===== config.mk =====
export PLATFORM = sky130hd
export DESIGN_NAME = sdadc_ctrl_flat
export DESIGN_NICKNAME = d
export VERILOG_FILES = /design/src/rtl/sdadc_if.sv /design/src/rtl/sdadc_ctrl.sv /design/src/flat_wrapper.sv
export SDC_FILE = /design/constraint.sdc
export NUM_CORES = 1
export LEC_CHECK = 0
export ABC_AREA = 1
export CORE_ASPECT_RATIO = 1.4
export CORE_UTILIZATION = 53
export DETAILED_ROUTE_END_ITERATION = 10
export GPL_TIMING_DRIVEN = 0
export PLACE_DENSITY = 0.82
export SLEW_MARGIN = 20
export SYNTH_ARGS = -nofsm -noshare
export SYNTH_HDL_FRONTEND = slang
export SYNTH_SLANG_ARGS = --single-unit

===== constraint.sdc =====
create_clock -name clk -period 2.3 [get_ports clk]
set_input_delay 0.69 -clock clk [delete_from_list [all_inputs] [get_ports clk]]
set_output_delay 0.69 -clock clk [all_outputs]
set_load 0.02 [all_outputs]

===== src/rtl/sdadc_if.sv =====
// Sample stream from the sigma-delta sequencer: ones count, valid and ready.
interface sdadc_if #(
  parameter int OSR_LOG2 = 8
);
  logic [OSR_LOG2:0] data;
  logic              valid;
  logic              ready;

  modport master (output data, output valid, input ready);
  modport slave  (input data, input valid, output ready);
endinterface


===== src/rtl/sdadc_ctrl.sv =====
// Sigma-delta ADC sequencer: closes the comparator/RC loop and counts feedback ones per window.
// Optional SDADC_OVR_EN: continuous windows without HOLD stall, plus a sticky overrun flag.
module sdadc_ctrl #(
  parameter int OSR_LOG2    = 8,
  parameter int SETTLE_CYC  = 16,
  parameter int SYNC_STAGES = 2
) (
  input  logic     clk,
  input  logic     rst_n,
  input  logic     en,
  input  logic     cont,
  input  logic     start,
  input  logic     cmp_in,
  output logic     fb_out,
  output logic     busy,
  sdadc_if.master  smp
`ifdef SDADC_OVR_EN
  ,
  output logic     ovr
`endif
);

  localparam int DW    = OSR_LOG2 + 1;
  localparam int SET_W = $clog2(SETTLE_CYC + 1);
  localparam int CNT_W = (OSR_LOG2 > SET_W) ? OSR_LOG2 : SET_W;
  localparam logic [CNT_W-1:0] SETTLE_LOAD = CNT_W'(SETTLE_CYC - 1);
  localparam logic [CNT_W-1:0] WIN_LOAD    = CNT_W'((1 << OSR_LOG2) - 1);

  typedef enum logic [1:0] {IDLE, SETTLE, INTEG, HOLD} state_t;

  state_t                 state, state_nxt;
  logic [SYNC_STAGES-1:0] cmp_sync;
  logic                   cmp_s;
  logic [CNT_W-1:0]       cnt;
  logic [DW-1:0]          acc;
  logic [DW-1:0]          acc_sum;
  logic [DW-1:0]          res_p0;
  logic                   vld_p0;
  logic                   load_settle;
  logic                   load_win;
  logic                   win_end;
  logic                   hs;

  assign cmp_s   = cmp_sync[SYNC_STAGES-1];
  assign acc_sum = acc + DW'(fb_out);
  assign hs      = smp.valid & smp.ready;
  assign busy    = (state != IDLE);

  always_ff @(posedge clk) begin
    if (!rst_n) begin
      cmp_sync <= '0;
    end else begin
      cmp_sync <= {cmp_sync[SYNC_STAGES-2:0], cmp_in};
    end
  end

  always_ff @(posedge clk) begin
    if (!rst_n) begin
      state <= IDLE;
    end else begin
      state <= state_nxt;
    end
  end

  always_comb begin
    state_nxt   = state;
    load_settle = 1'b0;
    load_win    = 1'b0;
    win_end     = 1'b0;
    if (!en) begin
      state_nxt = IDLE;
    end else begin
      case (state)
        IDLE: begin
          if (start | cont) begin
            state_nxt   = SETTLE;
            load_settle = 1'b1;
          end
        end
        SETTLE: begin
          if (cnt == '0) begin
            state_nxt = INTEG;
            load_win  = 1'b1;
          end
        end
        INTEG: begin
          if (cnt == '0) begin
            win_end = 1'b1;
`ifdef SDADC_OVR_EN
            if (cont) begin
              state_nxt = INTEG;
              load_win  = 1'b1;
            end else begin
              state_nxt = HOLD;
            end
`else
            state_nxt = HOLD;
`endif
          end
        end
        HOLD: begin
          if (hs) begin
            if (cont) begin
              state_nxt = INTEG;
              load_win  = 1'b1;
            end else begin
              state_nxt = IDLE;
            end
          end
        end
        default: state_nxt = IDLE;
      endcase
    end
  end

  // Window counter and ones accumulator; a partial window is simply abandoned on disable.
  always_ff @(posedge clk) begin
    if (!rst_n) begin
      cnt <= '0;
      acc <= '0;
    end else if (load_settle) begin
      cnt <= SETTLE_LOAD;
    end else if (load_win) begin
      cnt <= WIN_LOAD;
      acc <= '0;
    end else if (state == SETTLE || state == INTEG) begin
      cnt <= cnt - 1'b1;
      if (state == INTEG) begin
        acc <= acc_sum;
      end
    end
  end

  // Stage p0: window result captured at window end (final feedback bit included).
  always_ff @(posedge clk) begin
    if (!rst_n) begin
      res_p0 <= '0;
      vld_p0 <= 1'b0;
    end else begin
      vld_p0 <= win_end;
      if (win_end) begin
        res_p0 <= acc_sum;
      end
    end
  end

  // Stage p1: result published on the stream; feedback bit driven to the RC node.
  always_ff @(posedge clk) begin
    if (!rst_n) begin
      fb_out    <= 1'b0;
      smp.data  <= '0;
      smp.valid <= 1'b0;
`ifdef SDADC_OVR_EN
      ovr       <= 1'b0;
`endif
    end else begin
      fb_out <= (en && state != IDLE) ? cmp_s : 1'b0;
      if (!en) begin
        smp.valid <= 1'b0;
`ifdef SDADC_OVR_EN
        ovr       <= 1'b0;
`endif
      end else if (vld_p0) begin
        smp.data  <= res_p0;
        smp.valid <= 1'b1;
`ifdef SDADC_OVR_EN
        if (smp.valid && !smp.ready) begin
          ovr <= 1'b1;
        end
`endif
      end else if (hs) begin
        smp.valid <= 1'b0;
      end
    end
  end

endmodule

===== src/flat_wrapper.sv =====
// flat-port wrapper written by rule: the top's interface ports become plain ports
module sdadc_ctrl_flat 
#(
  parameter int OSR_LOG2    = 8,
  parameter int SETTLE_CYC  = 16,
  parameter int SYNC_STAGES = 2
)
  (clk, rst_n, en, cont, start, cmp_in, fb_out, busy, smp_data, smp_valid, smp_ready);
  sdadc_if #(.OSR_LOG2(OSR_LOG2)) smp_i ();
  input  logic clk;
  input  logic rst_n;
  input  logic en;
  input  logic cont;
  input  logic start;
  input  logic cmp_in;
  output logic fb_out;
  output logic busy;
  output wire logic [$bits(smp_i.data)-1:0] smp_data;
  output wire logic [$bits(smp_i.valid)-1:0] smp_valid;
  input wire logic [$bits(smp_i.ready)-1:0] smp_ready;
  assign smp_data = smp_i.data;
  assign smp_valid = smp_i.valid;
  assign smp_i.ready = smp_ready;
  sdadc_ctrl #(.OSR_LOG2(OSR_LOG2), .SETTLE_CYC(SETTLE_CYC), .SYNC_STAGES(SYNC_STAGES)) u_core (.clk(clk), .rst_n(rst_n), .en(en), .cont(cont), .start(start), .cmp_in(cmp_in), .fb_out(fb_out), .busy(busy), .smp(smp_i));
endmodule

Fig. 1: signal wires on met2
Scale bar: 20 um.
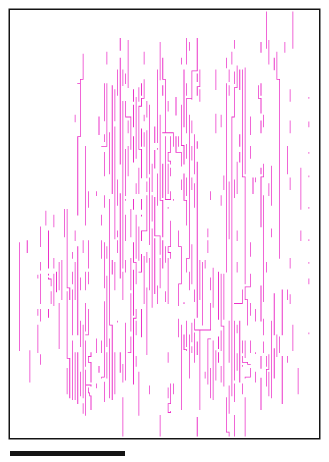
wire length on this layer: 1960 um
nets with wire on the layer: 247
share of all routed wire: 52%
longest straight run: 48.3 um
main direction: vertical
vias post-DR: 1759
final WL: 3.80 mm

Fig. 2: nets reached from selected ports
Scale bar: 20 um.
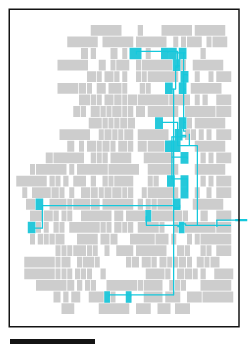
[`rst_n`] cyan | bits: 1 | direction: input | edge: right | end cells: 24 | wire: 239 um

Fig. 3: wiring by layer
Two of the layers only.
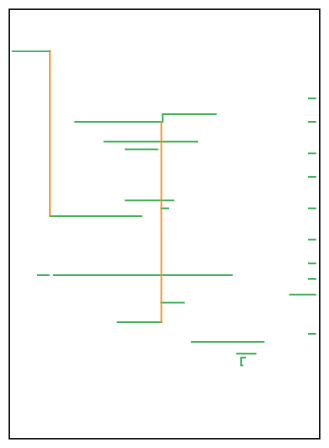
[metal 3] green | wire length: 156 um
[metal 4] orange | wire length: 63.2 um

Fig. 4: placement view
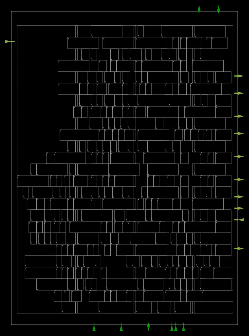
Core Rows: 25
flip-flops: 42
fin util: 66.0%
Core Area: 3470 sq um

Fig. 5: where the registers sit
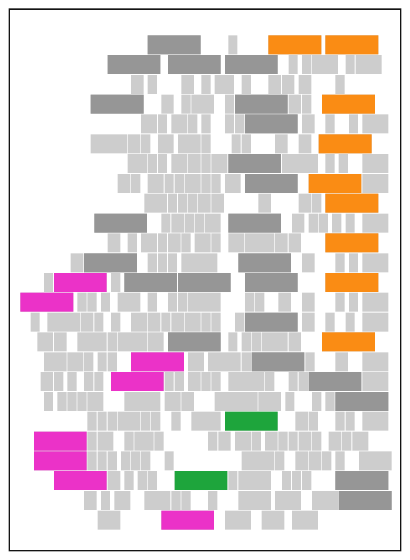
[`u_core.cmp_sync`] green | sequential cells: 2
[`u_core.cnt`] magenta | sequential cells: 8
[`u_core.smp.data`] orange | sequential cells: 9
not colored: 23
Register Area: 841 sq um
P_seq: 764 uW
flop share of the area: 36.7%

==> impl_metrics.toml <==
# physical design summary
[worst_setup_path]
reg2regPathDepth = 10
crit_buf_inv = 3
cp_common_cell = "inv_1"
crit_path_end_kind = "output pin"
crit_end = "busy"
path_cells = "inv_1 > ha_1 > inv_1 > dlygate4sd2_1"
worstSetupStartpoint = "u_core.state[0]"
worstPathMaxFanout = 4
worstSetupPathType = "reg2out"
cp-start-kind = "flip-flop"
r2r_end = "u_core.cnt[7]"

[pwr]
internal_power_mw = 1.05
ir_drop_mv = 0.567
total_power_mw = 1.47
switching_power_uw = 424

[run_status]
status = "complete, no violations"

[clock_network]
cts.repair.resized = 1
cts_buffers = 5
clk_latency_ns = 0.30
root_buffer = "clkbuf_8"
path_clk_slew_ns = 0.08

[cells_and_area]
final_common_cell = "nand2_1"
final_cell_mix = "53 x nand2_1, 44 x nor2_1, 42 x dfxtp_1"
logic_area_sq_um = 943
nonClkBufAreaFrac_pct = 9.50
syn2layout_area_growth_pct = 16.4
n_all_inverters = 39
reg_top3 = "u_core.acc (9), u_core.res_p0 (9), u_core.smp.data (9)"

[detailed_routing]
dr.max_layer_used = "met4"
via_per_inst = 5.20
wl_met2_mm = 1.96
route.met3.wl_um = 155
wl_met1_mm = 1.62
first_iter_violations = 85

[grt]
top_usage_layer = "met2"
grt_max_degree = 16
grt_util_met2_pct = 40.1
antenna_found_initial = 0

[worst_hold_path]
hp-start = "u_core.cmp_sync[0]"
holdPathStages = 2
hp-class = "reg2reg"

[sta]
fin_setup_tns_ns = 0
slew_viol_final = 0
setup_viol = 0
skew_ns = 0.00302
hold_viol_final = 0
rsz0062_at_grt = "no"
worst_pin_slew_ns = 0.447

[job]
warning_count = 29

[yosys]
edf_count = 0
syn_nets = 286
syn_area_per_cell_sq_um = 7.24
simple_gate_area_share_pct = 28.7
synth_flops = 42
ys_seq_share_pct = 42.7
ys_sh_xor_pct = 2.22
adder_share_pct = 4.45

[placement]
dp_hpwl_mm = 2.89

[die]
taps = 40
ios = 19
die_h_um = 74.1
dieWidth_um = 53.5
Power and IR drop assume default switching activity.
